$ cat config.mk
export PLATFORM = sky130hd
export DESIGN_NAME = ddr3_usr_write_logic
export DESIGN_NICKNAME = d
export VERILOG_FILES = /design/src/rtl/ddr3_usr_pkg.sv /design/src/rtl/ddr3_be_gen.sv /design/src/rtl/ddr3_usr_write_logic.sv
export SDC_FILE = /design/constraint.sdc
export NUM_CORES = 1
export LEC_CHECK = 0
export ABC_CLOCK_PERIOD_IN_PS = 10800
export CORE_AREA = 2 2 248 250
export CTS_CLUSTER_DIAMETER = 80
export CTS_CLUSTER_SIZE = 10
export DETAILED_ROUTE_END_ITERATION = 6
export DIE_AREA = 0 0 250 252
export PLACE_DENSITY = 0.58
export SYNTH_ARGS = -nofsm -noshare
export SYNTH_HDL_FRONTEND = slang
export SYNTH_SLANG_ARGS = --single-unit
$ cat constraint.sdc
create_clock -name ddr3_emif_clk -period 10.8 [get_ports ddr3_emif_clk]
set_input_delay 1.62 -clock ddr3_emif_clk [delete_from_list [all_inputs] [get_ports ddr3_emif_clk]]
set_output_delay 1.62 -clock ddr3_emif_clk [all_outputs]
set_load 0.05 [all_outputs]
$ cat src/rtl/ddr3_usr_pkg.sv
// Shared constants, FSM encoding and byte-enable mask helpers for the
// DDR3 user-side write (and read) paths.
package ddr3_usr_pkg;

    localparam int DATA_W      = 256;
    localparam int BE_W        = DATA_W / 8;
    localparam int ADDR_W      = 22;
    localparam int OFF_W       = $clog2(BE_W);
    localparam int BYTE_ADDR_W = ADDR_W + OFF_W;
    localparam int CNT_W       = 28;

    typedef enum logic [1:0] {
        ST_IDLE = 2'd0,
        ST_RUN  = 2'd1,
        ST_DONE = 2'd2
    } state_t;

    // Lanes at or above the start offset within the first word.
    function automatic logic [BE_W-1:0] first_mask(input logic [OFF_W-1:0] off);
        return {BE_W{1'b1}} << off;
    endfunction

    // Lanes below the end offset within the last word; an end offset of 0
    // means the transfer ends exactly on a word boundary.
    function automatic logic [BE_W-1:0] last_mask(input logic [OFF_W-1:0] end_off);
        if (end_off == '0)
            return {BE_W{1'b1}};
        return (BE_W'(1) << end_off) - BE_W'(1);
    endfunction

endpackage

$ cat src/rtl/ddr3_be_gen.sv
// Byte-enable generator: combines first-word and last-word lane masks.
// A transfer that fits in one word applies both masks.
module ddr3_be_gen
    import ddr3_usr_pkg::*;
(
    input  logic [OFF_W-1:0] i_first_off,
    input  logic [OFF_W-1:0] i_last_end,
    input  logic             i_is_first,
    input  logic             i_is_last,
    output logic [BE_W-1:0]  o_mask
);

    logic [BE_W-1:0] w_first;
    logic [BE_W-1:0] w_last;

    assign w_first = i_is_first ? first_mask(i_first_off) : {BE_W{1'b1}};
    assign w_last  = i_is_last  ? last_mask(i_last_end)   : {BE_W{1'b1}};
    assign o_mask  = w_first & w_last;

endmodule

$ cat src/rtl/ddr3_usr_write_logic.sv
// DDR3 user write path: turns a byte-range write command plus a stream of
// lane-aligned 256-bit words into single-beat Avalon-MM writes with byte
// enables trimming the unaligned head and tail.
module ddr3_usr_write_logic
    import ddr3_usr_pkg::*;
(
    input  logic                   ddr3_emif_clk,
    input  logic                   ddr3_emif_rst_n,
    input  logic                   ddr3_emif_ready,
    output logic                   ddr3_emif_write,
    output logic                   ddr3_emif_read,
    output logic [ADDR_W-1:0]      ddr3_emif_addr,
    output logic [DATA_W-1:0]      ddr3_emif_write_data,
    output logic [BE_W-1:0]        ddr3_emif_byte_enable,
    output logic [4:0]             ddr3_emif_burst_count,
    input  logic [BYTE_ADDR_W-1:0] ddr3_usr_start_addr_in,
    input  logic [31:0]            to_write_byte_in,
    input  logic                   ddr3_write_start,
    output logic                   ddr3_write_busy_out,
    output logic                   ddr3_write_done_out,
    input  logic [DATA_W-1:0]      write_data_in,
    input  logic                   write_data_valid_in,
    output logic                   write_data_ready_out
);

    state_t            r_state;
    logic [OFF_W-1:0]  r_off;
    logic [OFF_W-1:0]  r_end;
    logic [ADDR_W-1:0] r_base;
    logic [CNT_W-1:0]  r_words;
    logic [CNT_W-1:0]  r_taken;
    logic              r_busy;
    logic              r_done;

    logic              r_wr;
    logic              r_wr_last;
    logic [ADDR_W-1:0] r_addr;
    logic [DATA_W-1:0] r_data;
    logic [BE_W-1:0]   r_be;

    logic [32:0]       w_span;
    logic [CNT_W-1:0]  w_words;
    logic              w_slot;
    logic              w_accept;
    logic              w_emif_acc;
    logic              w_is_first;
    logic              w_is_last;
    logic [BE_W-1:0]   w_mask;

    // Word count covers the start offset plus the byte count, rounded up;
    // summed in 33 bits so a near-4 GiB count cannot overflow.
    assign w_span  = 33'(ddr3_usr_start_addr_in[OFF_W-1:0]) + 33'(to_write_byte_in);
    assign w_words = CNT_W'((w_span + 33'd31) >> OFF_W);

    // The output register can take a new word when empty or being drained.
    assign w_slot     = ~r_wr | ddr3_emif_ready;
    assign w_emif_acc = r_wr & ddr3_emif_ready;
    assign write_data_ready_out = (r_state == ST_RUN) && (r_taken < r_words) && w_slot;
    assign w_accept   = write_data_valid_in & write_data_ready_out;

    assign w_is_first = (r_taken == '0);
    assign w_is_last  = (r_taken == r_words - CNT_W'(1));

    ddr3_be_gen u_be_gen (
        .i_first_off (r_off),
        .i_last_end  (r_end),
        .i_is_first  (w_is_first),
        .i_is_last   (w_is_last),
        .o_mask      (w_mask)
    );

    // Command FSM: latches the command, counts accepted input words and
    // produces registered busy/done flags.
    // NOTE: all state updates use <= so every register sees pre-edge values.
    always_ff @(posedge ddr3_emif_clk or negedge ddr3_emif_rst_n) begin
        if (!ddr3_emif_rst_n) begin
            r_state <= ST_IDLE;
            r_off   <= '0;
            r_end   <= '0;
            r_base  <= '0;
            r_words <= '0;
            r_taken <= '0;
            r_busy  <= 1'b0;
            r_done  <= 1'b0;
        end else begin
            r_done <= 1'b0;
            case (r_state)
                ST_IDLE: begin
                    if (ddr3_write_start) begin
                        r_off   <= ddr3_usr_start_addr_in[OFF_W-1:0];
                        r_base  <= ddr3_usr_start_addr_in[BYTE_ADDR_W-1:OFF_W];
                        r_end   <= w_span[OFF_W-1:0];
                        r_words <= w_words;
                        r_taken <= '0;
                        r_busy  <= 1'b1;
                        if (to_write_byte_in == '0) begin
                            r_state <= ST_DONE;
                            r_done  <= 1'b1;
                        end else begin
                            r_state <= ST_RUN;
                        end
                    end
                end
                ST_RUN: begin
                    if (w_accept)
                        r_taken <= r_taken + CNT_W'(1);
                    if (w_emif_acc && r_wr_last) begin
                        r_state <= ST_DONE;
                        r_done  <= 1'b1;
                    end
                end
                ST_DONE: begin
                    r_state <= ST_IDLE;
                    r_busy  <= 1'b0;
                end
                default: begin
                    r_state <= ST_IDLE;
                    r_busy  <= 1'b0;
                end
            endcase
        end
    end

    // Avalon write register: loads on input accept, holds while the EMIF
    // stalls, and drops write once the final word has been taken.
    // NOTE: the wide data register is reset too, because every output must
    // read 0 while reset is asserted.
    always_ff @(posedge ddr3_emif_clk or negedge ddr3_emif_rst_n) begin
        if (!ddr3_emif_rst_n) begin
            r_wr      <= 1'b0;
            r_wr_last <= 1'b0;
            r_addr    <= '0;
            r_data    <= '0;
            r_be      <= '0;
        end else if (w_accept) begin
            r_wr      <= 1'b1;
            r_wr_last <= w_is_last;
            r_addr    <= r_base + r_taken[ADDR_W-1:0];
            r_data    <= write_data_in;
            r_be      <= w_mask;
        end else if (w_emif_acc) begin
            r_wr <= 1'b0;
        end
    end

    assign ddr3_emif_write       = r_wr;
    assign ddr3_emif_read        = 1'b0;
    assign ddr3_emif_addr        = r_addr;
    assign ddr3_emif_write_data  = r_data;
    assign ddr3_emif_byte_enable = r_be;
    assign ddr3_emif_burst_count = 5'd1;
    assign ddr3_write_busy_out   = r_busy;
    assign ddr3_write_done_out   = r_done;

endmodule

Fig. 1: sequential cells grouped by signal name
Drawn at 2 px/um.
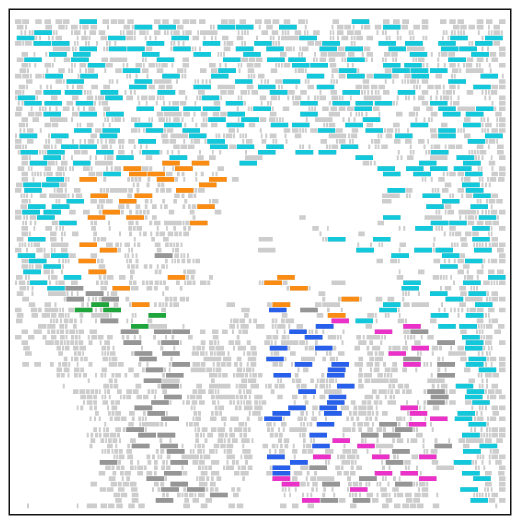
name in the netlist	colour	flops
ddr3_emif_write_data	cyan	256
r_taken	blue	28
r_base	magenta	22
ddr3_emif_byte_enable	orange	32
r_end	green	5

Fig. 2: cell classes on the final placement
Drawn at 2 px/um. Fill, decap, tap and diode cells in grey.
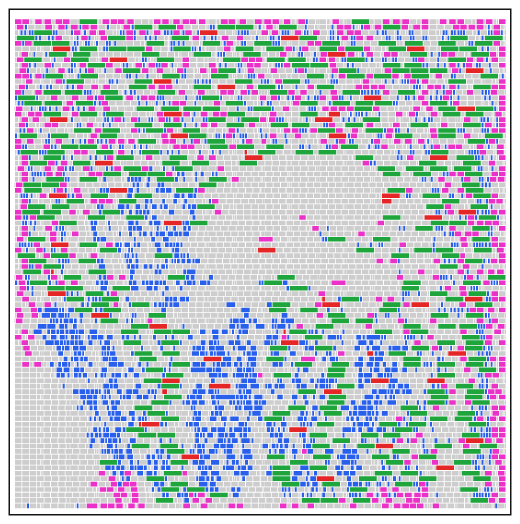
class	colour	cells	share of their area
remaining buffers and delay cells	magenta	645	24%
remaining logic cells	blue	1856	35%
clock drivers and dummy loads	red	57	4.7%
registers	green	404	37%

Fig. 3: clock distribution
Drawn at 2 px/um.
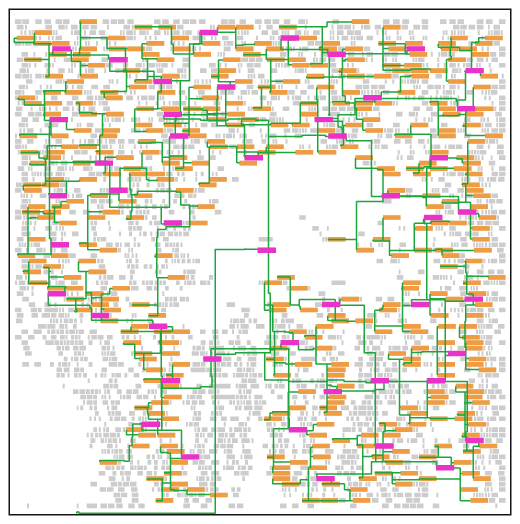
[clock wires] green | length: 5850 um
[clock-net drivers] magenta | count: 47
[flip-flops] orange | count: 404
flops lie	spread over the die
routed clock nets	48

==> flow_summary.yaml <==
# physical design summary
finish:
  drive_gt1_frac: 0.0314
  stdcell_area_mm2: 0.0283
  layout_top_cell: "nand2_1"
  num-multi-input-gates: 1804
  inverters: 52
  mostFrequentLayoutCells: "980 x nand2_1, 632 x clkdlybuf4s50_1, 404 x dfrtp_1"
setup_path:
  cp-start-kind: "register"
  slowest_delay_ns: 0.80
  crit_slowest_cell: "clkdlybuf4s50_1"
  path_delay_family: "AND-OR/OR-AND gates"
timing:
  fmax_ghz: 0.183
  rsz0062_at_grt: "no"
  final.setup.worst_slack_ns: 5.32
route:
  drt_iter0_drc: 1372
  highest_layer: "met5"
  wl_met2_mm: 35.0
pwr:
  p_comb_frac: 0.311
synth:
  yosysMostFrequentCell: "nand2_1"
  simple_gate_area_frac: 0.267
  postSynthCellCount: 2392
status:
  outcome: "finished clean"
clock_tree:
  cts_buffer_depth: 3
  cts.clk_slew.worst_paths_ns: 0.06
  cts_root_buf: "clkbuf_16"
global_route:
  met1_usage: 0.311
  grt_pass1_vias: 18300
  grt_busiest_layer: "met2"
job:
  warnings: 47
state kept, by name, indices dropped and copies added, names as in the netlist:
| name | flops |
|---|---|
| ddr3_emif_write | 1 |
| r_off | 5 |
| r_words | 28 |
| r_end | 5 |
| ddr3_emif_byte_enable | 32 |
| ddr3_write_done_out | 1 |
| r_base | 22 |
| ddr3_emif_write_data | 256 |
| r_taken | 28 |
| ddr3_emif_addr | 22 |
| ddr3_write_busy_out | 1 |
| r_state | 2 |
| r_wr_last | 1 |
power by group through the flow:
stage               registers [W]  clock network, W  logic [W]
finish                    0.00179           0.00141    0.00144
global route              0.00181           0.00152    0.00152
CTS                       0.00179           0.00145    0.00146
detailed placement        0.00181                 0    0.00145
global placement          0.00180                 0    0.00145
floorplan                 0.00232                 0   0.000306
Power figures rest on the tool's default switching activity, not on a simulated workload.
